`src/rtl/u_balance_update.sv`:
```
// Account balance store with a 4-state commit FSM for deposit/withdraw transactions.
// Rejected transactions leave the store untouched; rd_balance is a pure mux of the store.
`timescale 1ns/1ps
module u_balance_update #(
  parameter int CIS           = 4,
  parameter int DBD           = 16,
  parameter int balance_width = 14,
  parameter int AMT_W         = 14
) (
  input  logic                     clk,
  input  logic                     rst_n,
  input  logic [CIS-1:0]           rd_index,
  output logic [balance_width-1:0] rd_balance,
  input  logic                     req,
  input  logic                     op,
  input  logic [CIS-1:0]           tx_index,
  input  logic [AMT_W-1:0]         amount,
  output logic                     busy,
  output logic                     done,
  output logic [1:0]               status,
  output logic [balance_width-1:0] new_balance
);

  // Comparison width is one bit wider than the widest operand so the deposit sum never wraps.
  localparam int SW = ((AMT_W > balance_width) ? AMT_W : balance_width) + 1;
  localparam logic [SW-1:0] MAX_BAL = SW'((64'd1 << balance_width) - 64'd1);

  localparam logic [1:0] ST_OK     = 2'b00;
  localparam logic [1:0] ST_INSUFF = 2'b01;
  localparam logic [1:0] ST_OVF    = 2'b10;
  localparam logic [1:0] ST_ZERO   = 2'b11;

  typedef enum logic [1:0] {S_IDLE, S_CHECK, S_WRITE, S_DONE} state_t;

  state_t                   state_q, state_d;
  logic                     op_q, op_d;
  logic [CIS-1:0]           idx_q, idx_d;
  logic [AMT_W-1:0]         amt_q, amt_d;
  logic [1:0]               dec_q, dec_d;
  logic [balance_width-1:0] res_q, res_d;
  logic                     busy_q, busy_d;
  logic                     done_q, done_d;
  logic [1:0]               status_q, status_d;
  logic [balance_width-1:0] nb_q, nb_d;
  logic [balance_width-1:0] bal_q [DBD];
  logic [balance_width-1:0] bal_d [DBD];

  logic [balance_width-1:0] cur_bal;
  logic [SW-1:0]            ext_bal, ext_amt, sum, diff;

  assign rd_balance  = bal_q[rd_index];
  assign busy        = busy_q;
  assign done        = done_q;
  assign status      = status_q;
  assign new_balance = nb_q;

  assign cur_bal = bal_q[idx_q];
  assign ext_bal = SW'(cur_bal);
  assign ext_amt = SW'(amt_q);
  assign sum     = ext_bal + ext_amt;
  assign diff    = ext_bal - ext_amt;

  always_comb begin
    state_d  = state_q;
    op_d     = op_q;
    idx_d    = idx_q;
    amt_d    = amt_q;
    dec_d    = dec_q;
    res_d    = res_q;
    busy_d   = busy_q;
    done_d   = done_q;
    status_d = status_q;
    nb_d     = nb_q;
    bal_d    = bal_q;
    case (state_q)
      S_IDLE: begin
        if (req) begin
          op_d    = op;
          idx_d   = tx_index;
          amt_d   = amount;
          busy_d  = 1'b1;
          state_d = S_CHECK;
        end
      end
      S_CHECK: begin
        res_d = cur_bal;
        if (amt_q == '0) begin
          dec_d = ST_ZERO;
        end else if (!op_q && (ext_amt > ext_bal)) begin
          dec_d = ST_INSUFF;
        end else if (op_q && (sum > MAX_BAL)) begin
          dec_d = ST_OVF;
        end else begin
          dec_d = ST_OK;
          res_d = op_q ? balance_width'(sum) : balance_width'(diff);
        end
        state_d = S_WRITE;
      end
      S_WRITE: begin
        if (dec_q == ST_OK) bal_d[idx_q] = res_q;
        nb_d     = res_q;
        status_d = dec_q;
        done_d   = 1'b1;
        state_d  = S_DONE;
      end
      S_DONE: begin
        done_d  = 1'b0;
        busy_d  = 1'b0;
        state_d = S_IDLE;
      end
      default: state_d = S_IDLE;
    endcase
  end

  always_ff @(posedge clk or negedge rst_n) begin
    if (!rst_n) begin
      state_q  <= S_IDLE;
      op_q     <= 1'b0;
      idx_q    <= '0;
      amt_q    <= '0;
      dec_q    <= ST_OK;
      res_q    <= '0;
      busy_q   <= 1'b0;
      done_q   <= 1'b0;
      status_q <= ST_OK;
      nb_q     <= '0;
      for (int i = 0; i < DBD; i++) bal_q[i] <= balance_width'(1500 + 500 * i);
    end else begin
      state_q  <= state_d;
      op_q     <= op_d;
      idx_q    <= idx_d;
      amt_q    <= amt_d;
      dec_q    <= dec_d;
      res_q    <= res_d;
      busy_q   <= busy_d;
      done_q   <= done_d;
      status_q <= status_d;
      nb_q     <= nb_d;
      bal_q    <= bal_d;
    end
  end

endmodule

```
`config.mk`:
```
export PLATFORM = sky130hd
export DESIGN_NAME = u_balance_update
export DESIGN_NICKNAME = d
export VERILOG_FILES = /design/src/rtl/u_balance_update.sv
export SDC_FILE = /design/constraint.sdc
export NUM_CORES = 1
export LEC_CHECK = 0
export ABC_AREA = 1
export CAP_MARGIN = 20
export CORE_AREA = 8 8 208 190
export CTS_CLUSTER_SIZE = 10
export DETAILED_ROUTE_END_ITERATION = 6
export DIE_AREA = 0 0 216 198
export HOLD_SLACK_MARGIN = 0.06
export MAX_ROUTING_LAYER = met4
export PLACE_DENSITY = 0.64
export SETUP_SLACK_MARGIN = 0.15
export SLEW_MARGIN = 10
export SYNTH_ARGS = -nofsm -noshare
export SYNTH_HDL_FRONTEND = slang
export SYNTH_SLANG_ARGS = --single-unit
```
`constraint.sdc`:
```
create_clock -name clk -period 4 [get_ports clk]
set_input_delay 0.6 -clock clk [delete_from_list [all_inputs] [get_ports clk]]
set_output_delay 0.6 -clock clk [all_outputs]
set_load 0.005 [all_outputs]
```
==> results.json <==
{
  "fa_ha_area_frac": 0.0277,
  "ys_async_sr_fraction": 1.00,
  "clock_sinks": 279,
  "cp.buffers_inverters": 3,
  "ys_seq_share": 0.447,
  "drt_wl_total_um": 54100,
  "grt_pass1_vias": 14200,
  "area_growth_pct": 15.4,
  "critical_path_class": "reg -> reg",
  "nFillCells": 3550,
  "nets": 2267,
  "wire_per_inst_um": 19.9,
  "setup_violations": 0,
  "crit_slowest_cell": "nor2_2",
  "finalHoldViolCount": 0,
  "h-tree-depth": 2,
  "portBuffers": 57,
  "slew_headroom": 0.450,
  "drt_first_pass_iters": 6,
  "antenna_found_initial": 0,
  "numCtsBuffers": 36,
  "synthMuxAreaShare": 0,
  "path_cells": "inv_2 > nor2_2 > nand2_1 > o21ai_0 > o21ai_0 > nand2_1 > nor2_2 > buf_4 > ha_1 > fa_1 > inv_1 > nand3_1 > nand3_1 > nand3_1 > nand3_1 > nand2_1 > nand2_1 > nand2_1 > nand2_1 > nand2_1 > nand3_1 > nand2_1",
  "hold_slack_ns": 0.0723,
  "maxCapViolCount": 0,
  "r2r-start": "idx_q[1]",
  "cp.required_ns": 4.41,
  "dieArea_mm2": 0.0428,
  "final_core_util": 0.511,
  "ys_chip_area_mm2": 0.0159,
  "dp.cells": 2641,
  "grt_max_degree": 108,
  "syn_inst": 2181,
  "hold_path.class": "in -> async",
  "cp_common_cell": "nand2_1",
  "setup_tns_ns": 0,
  "drtIter0Drc": 1704,
  "ys_top_logic_family": "AND-OR/OR-AND gates",
  "syn_area_per_cell_um2": 7.28,
  "netlist-cell-type-count": 38,
  "worst_pin_slew_ns": 0.824,
  "yosys_cells": 2181,
  "status": "finished, final reports clean",
  "top_area_cell": "dfrtp_1",
  "p_total_mw": 14.1
}
==> metrics by stage <==
stage               instance area (µm²)  worst slack, ns
floorplan                         15900             1.04
global placement                  17100            0.261
detailed placement                17100            0.212
CTS                               18200            0.197
global route                      18300            0.135
finish                            18300            0.384
==> worst register-to-register path: stages, from the launching register on <==
cell,delay [ns]
dfrtp_2,0.48
inv_2,0.11
nor2_2,0.56
nand2_1,0.10
o21ai_0,0.13
o21ai_0,0.14
nand2_1,0.11
nor2_2,0.07
buf_4,0.14
ha_1,0.22
fa_1,0.37
inv_1,0.14
nand3_1,0.09
nand3_1,0.17
nand3_1,0.09
nand3_1,0.09
nand2_1,0.09
nand2_1,0.10
nand2_1,0.05
nand2_1,0.08
nand2_1,0.05
nand3_1,0.06
nand2_1,0.05
==> layout make-up <==
cell class	instances	area (µm²)	share of cell area
clock inverters	7	100	0.00546
clock buffers	59	1040	0.0567
repair buffers	123	1170	0.0638
inverters	220	828	0.0452
flip-flops and latches	279	7110	0.388
multi-input cells	1547	7490	0.409
well taps	476	596	0.0325
==> final timing paths <==
path,endpoint,slack (ns),cells past startpoint
worst max-delay path,res_q[12],0.38,22
worst min-delay path,bal_q[20],0.07,1
worst max register to register,res_q[12],0.38,22
worst min register to register,status[0],0.47,2
max in group asynchronous,bal_q[108],2.89,2
min in group clk,status[0],0.47,2
==> what timing repair did <==
action | in CTS | in global routing
setup buffers | 0 | 2
gates resized | 0 | 26
setup endpoints to repair | 0 | 14
==> state kept, by name, indices dropped and copies added (netlist names) <==
| register | flops |
|---|---|
| status | 2 |
| res_q | 14 |
| idx_q | 4 |
| done | 1 |
| op_q | 1 |
| busy | 1 |
| state_q | 2 |
| new_balance | 14 |
| dec_q | 2 |
| amt_q | 14 |
| bal_q | 224 |
==> layout by cell type, fill, tap and decap left out, types with 3 or more instances in the layout <==
| cell | n |
|---|---|
| inv_1 | 208 |
| nand2_1 | 653 |
| clkdlybuf4s50_1 | 54 |
| clkbuf_8 | 3 |
| a21oi_1 | 109 |
| inv_2 | 9 |
| clkbuf_16 | 37 |
| nand3_2 | 8 |
| ha_2 | 4 |
| clkbuf_1 | 19 |
| ha_1 | 28 |
| nand4_1 | 5 |
| nand3_4 | 5 |
| xor2_1 | 4 |
| buf_4 | 59 |
| o221ai_1 | 17 |
| buf_12 | 6 |
| clkinv_2 | 3 |
| nand3b_1 | 5 |
| nor2_1 | 41 |
| o21ai_1 | 23 |
| nor2_2 | 16 |
| nor2_4 | 3 |
| o211ai_1 | 20 |
| o21ai_0 | 513 |
| nand3_1 | 75 |
| dfstp_2 | 99 |
| dfrtp_1 | 178 |
==> metal layers <==
layer	vias to the layer above	routed length [µm]	track usage
met3	90	4180	0.0336
met2	668	23700	0.379
li1	7212	-	-
met1	7172	24900	0.363
met4	0	1310	0.0713
met5	-	0	-
==> power breakdown <==
part / total [mW] / internal, mW / switching, mW
clock: 3.14 / 1.85 / 1.28
combinational: 6.19 / 2.01 / 4.17
sequential: 4.75 / 3.99 / 0.762
total: 14.1 / 7.86 / 6.22
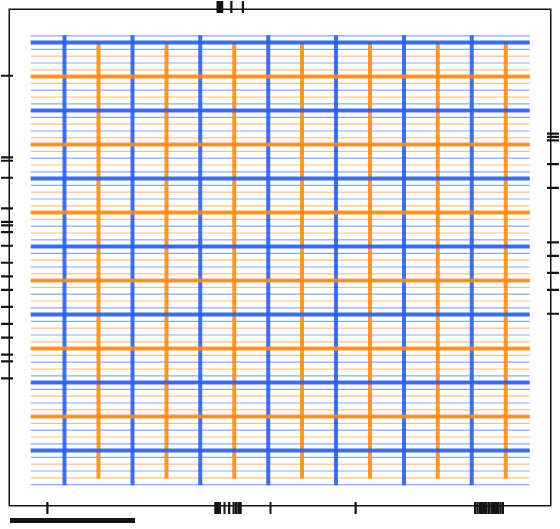
(images/floorplan.png)
Bar = 50 µm. Pins as bars on the die edge.
legend:
  VSS:
    colour: blue
  VDD:
    colour: orange
met5 straps: 13
met1 rails: 67
rows: 66
signal pins: 58
VDD IR max: 0.000387 V
core area: 0.0358 mm²
Die H: 198 µm
die width: 216 µm

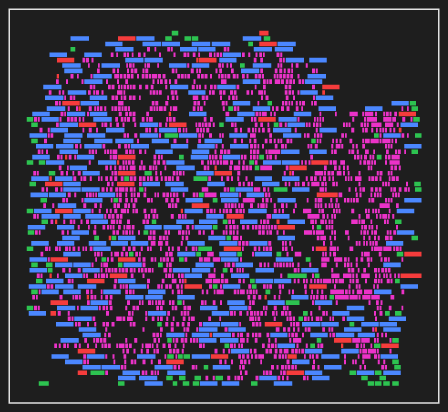
(images/class_map.png)
legend:
  remaining buffers and delay cells:
    colour: green
    cells: 123
  clock drivers and dummy loads:
    colour: red
    cells: 66
  registers:
    colour: blue
    cells: 279
  remaining logic cells:
    colour: magenta
    cells: 1767

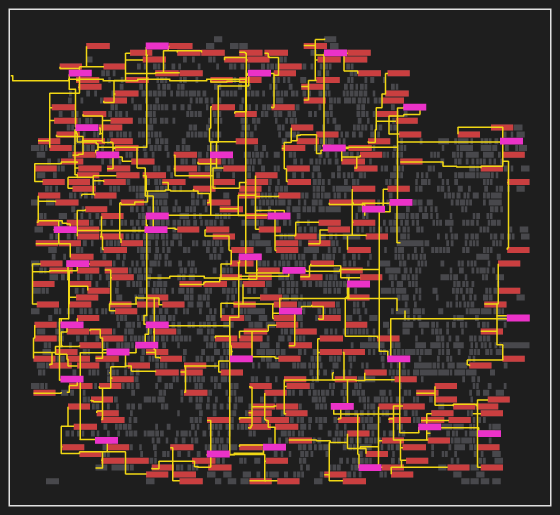
(images/clock_wires.png)
legend:
  flip-flops:
    colour: red
    count: 279
  clock-net drivers:
    colour: magenta
    count: 36
  clock wires:
    colour: yellow
    length: 4150 µm
routed clock nets: 37
clock skew: 0.0246 ns
Latency at later pin: 0.55 ns

Power figures rest on the tool's default switching activity, not on a simulated workload.
